**config.mk**
```make
export PLATFORM = sky130hd
export DESIGN_NAME = toggle_decoder
export DESIGN_NICKNAME = d
export VERILOG_FILES = /design/src/rtl/toggle_decoder.sv
export SDC_FILE = /design/constraint.sdc
export NUM_CORES = 1
export LEC_CHECK = 0
export CAP_MARGIN = 40
export CORE_UTILIZATION = 30
export DETAILED_ROUTE_END_ITERATION = 8
export PLACE_DENSITY = 0.49
export SLEW_MARGIN = 20
export SYNTH_ARGS = -nofsm -noshare
export SYNTH_HDL_FRONTEND = slang
export SYNTH_SLANG_ARGS = --single-unit
```
**constraint.sdc**
```tcl
create_clock -name clk -period 2.6 [get_ports clk]
set_clock_uncertainty 0.15 [all_clocks]
set_input_delay 0.52 -clock clk [delete_from_list [all_inputs] [get_ports clk]]
set_output_delay 0.52 -clock clk [all_outputs]
set_load 0.02 [all_outputs]
```
**src/rtl/toggle_decoder.sv**
```systemverilog
// rtl/toggle_decoder.sv - toggle-line event decoder: pulse, saturating count, idle/active/stall watchdog.
// Optional input synchronizer compiled in with TOGGLE_DECODER_SYNC_EN.
module toggle_decoder #(
  parameter int CNT_W   = 8,
  parameter int TIMEOUT = 16
) (
  input  logic             clk,
  input  logic             reset,
  input  logic             enable,
  input  logic             clear,
  input  logic             toggle_in,
  output logic             pulse_out,
  output logic [CNT_W-1:0] count,
  output logic             sat,
  output logic             active,
  output logic             stalled
);

  localparam int TW = $clog2(TIMEOUT + 1);
  localparam logic [CNT_W-1:0] CNT_MAX = '1;
  localparam logic [TW-1:0]    T_LAST  = TW'(TIMEOUT - 1);

  typedef enum logic [1:0] {ST_IDLE, ST_ACTIVE, ST_STALL} state_t;

  logic line_in;
  logic line_q, line_d, line_dly_q, line_dly_d;
  logic pulse_q, pulse_d;
  logic [CNT_W-1:0] count_q, count_d;
  logic sat_q, sat_d;
  logic [TW-1:0] timer_q, timer_d;
  state_t state_q, state_d;
  logic ev;

`ifdef TOGGLE_DECODER_SYNC_EN
  logic sync1_q, sync1_d, sync2_q, sync2_d;

  always_comb begin
    sync1_d = toggle_in;
    sync2_d = sync1_q;
  end

  always_ff @(posedge clk or posedge reset) begin
    if (reset) begin
      sync1_q <= 1'b0;
      sync2_q <= 1'b0;
    end else begin
      sync1_q <= sync1_d;
      sync2_q <= sync2_d;
    end
  end

  assign line_in = sync2_q;
`else
  assign line_in = toggle_in;
`endif

  // Samplers run regardless of enable, so a disabled transition is consumed.
  assign ev = (line_q ^ line_dly_q) & enable;

  always_comb begin
    line_d     = line_in;
    line_dly_d = line_q;
    pulse_d    = ev;
    count_d    = count_q;
    sat_d      = sat_q;
    if (clear) begin
      count_d = '0;
      sat_d   = 1'b0;
    end else begin
      if (ev && (count_q != CNT_MAX)) count_d = count_q + 1'b1;
      sat_d = sat_q | (count_d == CNT_MAX);
    end
  end

  always_comb begin
    state_d = state_q;
    timer_d = timer_q;
    if (clear) begin
      state_d = ST_IDLE;
      timer_d = '0;
    end else if (enable) begin
      case (state_q)
        ST_IDLE, ST_STALL: begin
          if (ev) begin
            state_d = ST_ACTIVE;
            timer_d = '0;
          end
        end
        ST_ACTIVE: begin
          if (ev) begin
            timer_d = '0;
          end else if (timer_q == T_LAST) begin
            state_d = ST_STALL;
            timer_d = '0;
          end else begin
            timer_d = timer_q + 1'b1;
          end
        end
        default: begin
          state_d = ST_IDLE;
          timer_d = '0;
        end
      endcase
    end
  end

  always_ff @(posedge clk or posedge reset) begin
    if (reset) begin
      line_q     <= 1'b0;
      line_dly_q <= 1'b0;
      pulse_q    <= 1'b0;
      count_q    <= '0;
      sat_q      <= 1'b0;
      timer_q    <= '0;
      state_q    <= ST_IDLE;
    end else begin
      line_q     <= line_d;
      line_dly_q <= line_dly_d;
      pulse_q    <= pulse_d;
      count_q    <= count_d;
      sat_q      <= sat_d;
      timer_q    <= timer_d;
      state_q    <= state_d;
    end
  end

  assign pulse_out = pulse_q;
  assign count     = count_q;
  assign sat       = sat_q;
  assign active    = (state_q == ST_ACTIVE);
  assign stalled   = (state_q == ST_STALL);

endmodule

```
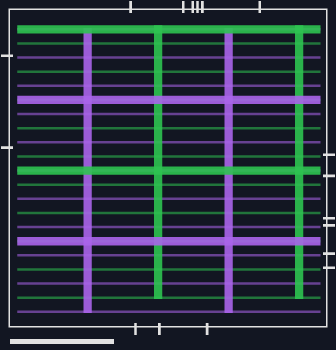
Run 1: floorplan with the power grid
Bar = 20 um. Pins as bars on the die edge.
Key: green = VDD; purple = VSS
17 signal pins sit on the boundary. 21 met1 rails follow the rows.
CORE AREA: 3180 sq um
Die Y: 60.8 um

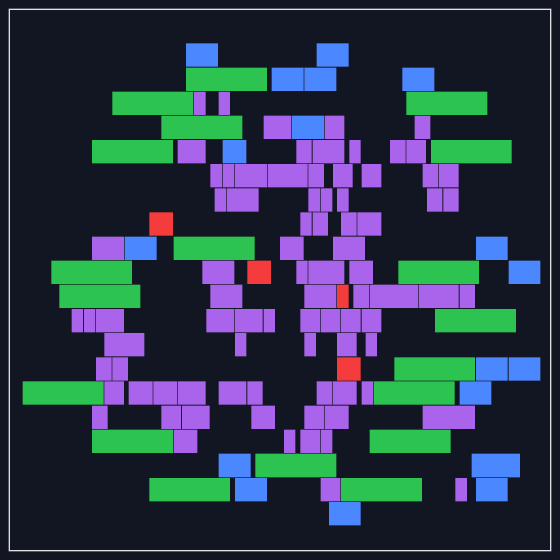
Run 1: cell classes on the final placement
Key: blue = remaining buffers and delay cells [cells 18]; red = clock drivers and dummy loads [cells 4]; purple = remaining logic cells [cells 83]; green = registers [cells 19]

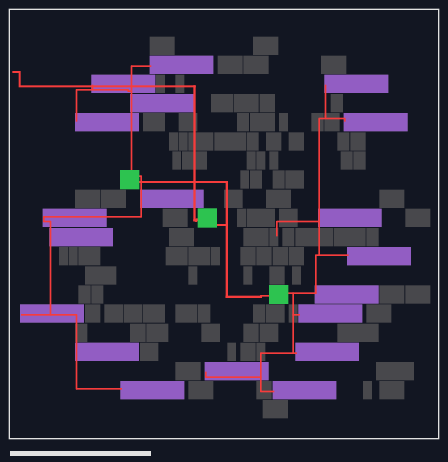
Run 1: clock wires, drivers and flops
Bar = 20 um.
Key: red = clock wires [length 262 um]; green = clock-net drivers [count 3]; purple = flip-flops [count 19]
Position of the flops: all over the die.
Clock Power: 148 uW
Worst-Skew Late Latency: 0.30 ns
Clock Power Share: 0.270

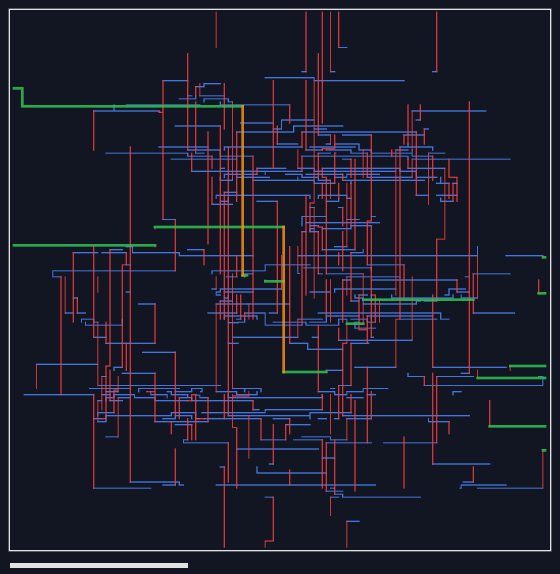
Run 1: wiring by layer
Bar = 20 um.
Key: green = M3 [wire length 98.4 um]; red = M2 [wire length 1030 um]; blue = M1 [wire length 1040 um]; orange = M4 [wire length 35.4 um]

==> impl_metrics.toml, run 1 <==
# yosys + openroad results
[final_layout]
area_growth_pct = 24.2
drive_gt1_frac = 0.0806
diodes = 0
clkbuf_count = 4
dominant_cells = "logic gates"
regArea_sq_um = 475
fin_nets = 132
comb_area_sq_um = 532
final-nonclk-buf-share = 0.142
lay_top_count = "dfrtp_1"
sh_comb_area = 0.412
final_cell_mix = "dfrtp_1 (19), clkdlybuf4s50_1 (16), nor2_1 (10)"
nNonClkInverters = 5
clkCellAreaFrac = 0.0204

[min_path]
hp-class = "flip-flop to flip-flop"
min_from = "line_dly_d"

[yosys]
yosys_area_sq_um = 1040
synth_area_sq_um = 1040
syn_avg_cell_area_sq_um = 9.89
synth_cell_types = 36
synthArstFlopShare = 1.00
synth.most_common_cell = "dfrtp_1"
yosysWarnings = 0
floorplan.nets = 112
ys_ff = 19
postSynthCellCount = 105
top_cell_area_share = 0.458
synthTopCellsByCount = "dfrtp_1 (19), nor2_1 (10), nand3_1 (7)"
yosys_most_used_dff = "dfrtp_1"
largest_area_cell = "dfrtp_1"

[floorplanning]
taps = 44
pin_count = 17
placementRows = 20

[critical_path]
cp_slowest_cell = "clkdlybuf4s50_1"
cp_num_buf_inv = 1
critical_path.top_delay_family = "buffers and inverters"
crit_path_cell_trace = "nor2b_1, clkdlybuf4s50_1"
cp-endpoint = "active"
required_ns = 1.93
critPathLaunch = "state_q[0]"
timing.rr.end = "sat"
cp_data_arrival_time_ns = 1.62
path_depth = 2
worstSetupPathType = "flip-flop to primary output"
critPathMaxStageDelay_ns = 0.64
crit_path_end_kind = "primary output"
worst_r2r_path_depth = 6

[drt]
drt_iter0_drc = 39
vias = 856
drc = 0
wire_per_inst_um = 13.1
antenna_left = 0

[timing]
period_needed_ns = 2.29
timing.final.max_slew_violations = 0
holdWs_ns = 0.298
setup_violations = 0
max_freq_mhz = 438
maxSlewHeadroom = 0.737
worstMarginPinSlew_ns = 0.394
rsz0062_at_grt = "no"
finalCritPeriodShare = 0.879
finalHoldViolCount = 0

[clocking]
cts_resized = 0
cts_tree = "yes"
cts_num_sinks = 19
clk_pin_slew_ns = 0.10
htreeDepth = 1
cts_root_buf = "clkbuf_4"
clockBufferDepth = 2
numCtsBuffers = 3

[power]
power_uw = 549
ir_drop_mv = 0.160
power.density_nw_per_um2 = 425
p_int_uw = 401
p_sw_frac = 0.269
pwr-share-comb = 0.149
p_leak_uw = 0.000563
p_seq_frac = 0.581

[global_route]
grt_usage = 0.140
grt_pass1_vias = 807
grt_antenna_before_repair = 0
overflow = 0
grt_pass1_wl_um = 3680

[place]
port-buffer-count = 16
place_congestion = 0.750
place_hpwl_um = 1680

[outcome]
status = "finished clean"

[job]
warning_count = 26
## run 1: metrics by stage
stage / utilization / setup slack, ns / instances / cell area, sq um
2_1_floorplan: - / 0.534 / 105 / 1040
3_3_place_gp: 0.393 / 0.247 / 163 / 1250
3_5_place_dp: 0.393 / 0.225 / 163 / 1250
4_1_cts: 0.401 / 0.293 / 167 / 1270
5_1_grt: 0.406 / 0.217 / 168 / 1290
6_report: 0.406 / 0.315 / 168 / 1290
## run 1: state kept, by name (all words and copies together) (netlist names)
signal      count
sat             1
count           8
line_dly_d      1
state_q         2
timer_q         5
line_dly_q      1
pulse_out       1
## run 1: worst min-delay path by stage
stage | to | slack, ns | cells past startpoint
floorplan | line_dly_q | 0.25 | 0
global placement | line_dly_q | 0.27 | 0
detailed placement | line_dly_q | 0.28 | 0
CTS | line_dly_q | 0.30 | 0
global route | line_dly_q | 0.32 | 0
finish | line_dly_q | 0.30 | 0
## run 1: kinds of logic (layout without fill, tap and decap cells)
group           Yosys count  after routing  synth area share
compound gates           25             25             0.173
buf+inv                   8             27            0.0301
mux                       5              5            0.0482
xor+xnor                  4              4            0.0410
fa+ha+maj                 2              2            0.0241
flops                    19             19             0.458
simple gates             42             42             0.225
## run 1: per-layer routing
| metal | routed length, um | vias up | GRT usage |
|---|---|---|---|
| li1 | - | 420 | - |
| met1 | 1040 | 415 | 0.182 |
| met2 | 1030 | 16 | 0.217 |
| met4 | 35 | 0 | 0.0584 |
| met5 | 0 | - | 0 |
| met3 | 98 | 5 | 0.0426 |
## run 1: power by group through the flow
stage / clock network (uW) / registers [uW] / logic (uW)
floorplan: 0 / 325 / 49.6
global placement: 0 / 325 / 79.8
detailed placement: 0 / 325 / 80.5
CTS: 160 / 319 / 81.2
global route: 168 / 322 / 91.9
finish: 148 / 319 / 81.9
Run 1, the clock network:
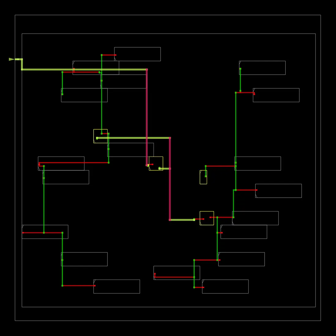

--- run 2 (diff from run 1) ---
--- a/config.mk
+++ b/config.mk
@@ -6,9 +6,9 @@
 export NUM_CORES = 1
 export LEC_CHECK = 0
 export CAP_MARGIN = 40
-export CORE_UTILIZATION = 30
+export CORE_UTILIZATION = 41
 export DETAILED_ROUTE_END_ITERATION = 8
-export PLACE_DENSITY = 0.49
+export PLACE_DENSITY = 0.63
 export SLEW_MARGIN = 20
 export SYNTH_ARGS = -nofsm -noshare
 export SYNTH_HDL_FRONTEND = slang
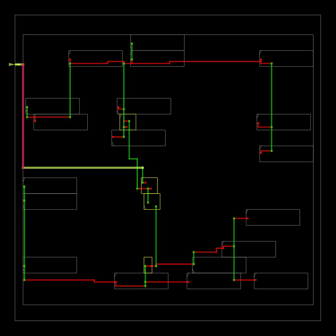
Run 2: the clock network
cts bufs inserted: 3
# clock sinks: 19
CLK BUF: 4
FF+latch count: 19

==> run 2 against run 1 <==
  * Via count shrank 2.0%
  * Routed wire length shrank 2.0%
  * Register-to-register slack is essentially flat
  * Clock-buffer cell count is the same
  * Worst setup slack gained 0.017 ns
  * Hold slack lost 0.010 ns
  * Critical path depth is the same
  * Critical path type unchanged
  * Critical endpoint unchanged
  * Largest power group unchanged
==> impl_metrics.toml, run 2 <==
# yosys + openroad results
[min_path]
hp-class = "flip-flop to flip-flop"

[yosys]
yosys_most_used_dff = "dfrtp_1"
synthTopCellsByCount = "dfrtp_1 (19), nor2_1 (10), nand3_1 (7)"
postSynthCellCount = 105
floorplan.nets = 112
mux_area_frac = 0.0482
yosysWarnings = 0
ys_sh_xor = 0.0410
ys_sh_adder = 0.0241
synthArstFlopShare = 1.00
synth.most_common_cell = "dfrtp_1"
simple_gate_area_frac = 0.225
synth_area_sq_um = 1040

[timing]
finalCritPeriodShare = 0.872
setup_slack_ns = 0.332
timing.final.max_slew_violations = 0
rsz0062_at_grt = "no"
finalHoldViolCount = 0
setup_violations = 0
maxSlewHeadroom = 0.512

[final_layout]
area_growth_pct = 20.8
final_util = 0.546
lay_top_count = "dfrtp_1"
final_cell_count_no_fill = 151
final_cell_mix = "dfrtp_1 (19), clkdlybuf4s50_1 (16), nor2_1 (10)"
diodes = 0

[place]
pre_cts_slack_ns = 0.226
dp.cells = 147
place_hpwl_um = 1570
place_congestion = 0.799

[clocking]
cts_resized = 0
cts_tree = "yes"
clockBufferDepth = 2
insertion_delay_ns = 0.29

[power]
ir_drop_mv = 0.306
pwr-share-comb = 0.147
p_sw_frac = 0.271
p_leak_uw = 0.000555
p_int_uw = 399
clockPowerShare = 0.270
power.density_nw_per_um2 = 436
p_seq_frac = 0.582

[outcome]
status = "finished clean"

[global_route]
grt_pass1_wl_um = 3560
overflow = 0
grt_antenna_before_repair = 0

[drt]
wire_per_inst_um = 14.3
drt_iter0_drc = 18
antenna_left = 0

[critical_path]
required_ns = 1.93
timing.rr.end = "sat"
worstSetupPathType = "flip-flop to primary output"
crit_path_cell_trace = "nor2b_1, clkdlybuf4s50_1"
critPathMaxStageDelay_ns = 0.64
worst_r2r_path_depth = 6
cp_data_arrival_time_ns = 1.60
crit_path_end_kind = "primary output"

[floorplanning]
fp.dieH_um = 52.3
placementRows = 17
pin_count = 17
==> run 2: how the worst min path moves through the flow <==
stage                    start    endpoint  slack (ns)  depth (start not counted)
floorplan           line_dly_d  line_dly_q        0.25                          0
global placement    line_dly_d  line_dly_q        0.26                          0
detailed placement  line_dly_d  line_dly_q        0.27                          0
CTS                 line_dly_d  line_dly_q        0.29                          0
global route        line_dly_d  line_dly_q        0.31                          0
finish              line_dly_d  line_dly_q        0.29                          0
==> run 2: metrics by stage <==
step | hold WS, ns | power [uW]
2_1_floorplan | 0.254 | 374
3_3_place_gp | 0.265 | 403
3_5_place_dp | 0.268 | 406
4_1_cts | 0.293 | 557
5_1_grt | 0.305 | 579
6_report | 0.287 | 547
==> run 2: logic make-up (layout without fill, tap and decap cells) <==
| family | count (synthesis) | count (layout) |
|---|---|---|
| compound gates | 25 | 25 |
| xor+xnor | 4 | 4 |
| fa+ha+maj | 2 | 2 |
| buf+inv | 8 | 26 |
| flops | 19 | 19 |
| mux | 5 | 5 |
| simple gates | 42 | 42 |
==> run 2: final cells by class <==
class | instances | area (sq um)
Fill cell | 214 | 1040
Multi-Input combinational cell | 78 | 532
Sequential cell | 19 | 475
Timing Repair Buffer | 17 | 168
Tap cell | 28 | 35.0
Clock buffer | 4 | 26.3
Inverter | 5 | 18.8
==> run 2: power by group through the flow <==
stage                     combinational (uW)  clock (uW)  sequential [uW]
final                                   80.7         148              319
after CTS                               81.7         157              319
after global routing                    89.5         169              321
after floorplan                         49.6           0              325
after global placement                  78.5           0              325
after detailed placement                81.1           0              325
==> run 2: metal layers <==
layer  up-vias  global-route usage  wire length [um]
met3         2              0.0406                65
met5         -                   0                 0
met1       409               0.232              1080
li1        418                   -                 -
met4         0              0.0658                17
met2        10               0.293               998
Power and IR drop assume default switching activity.
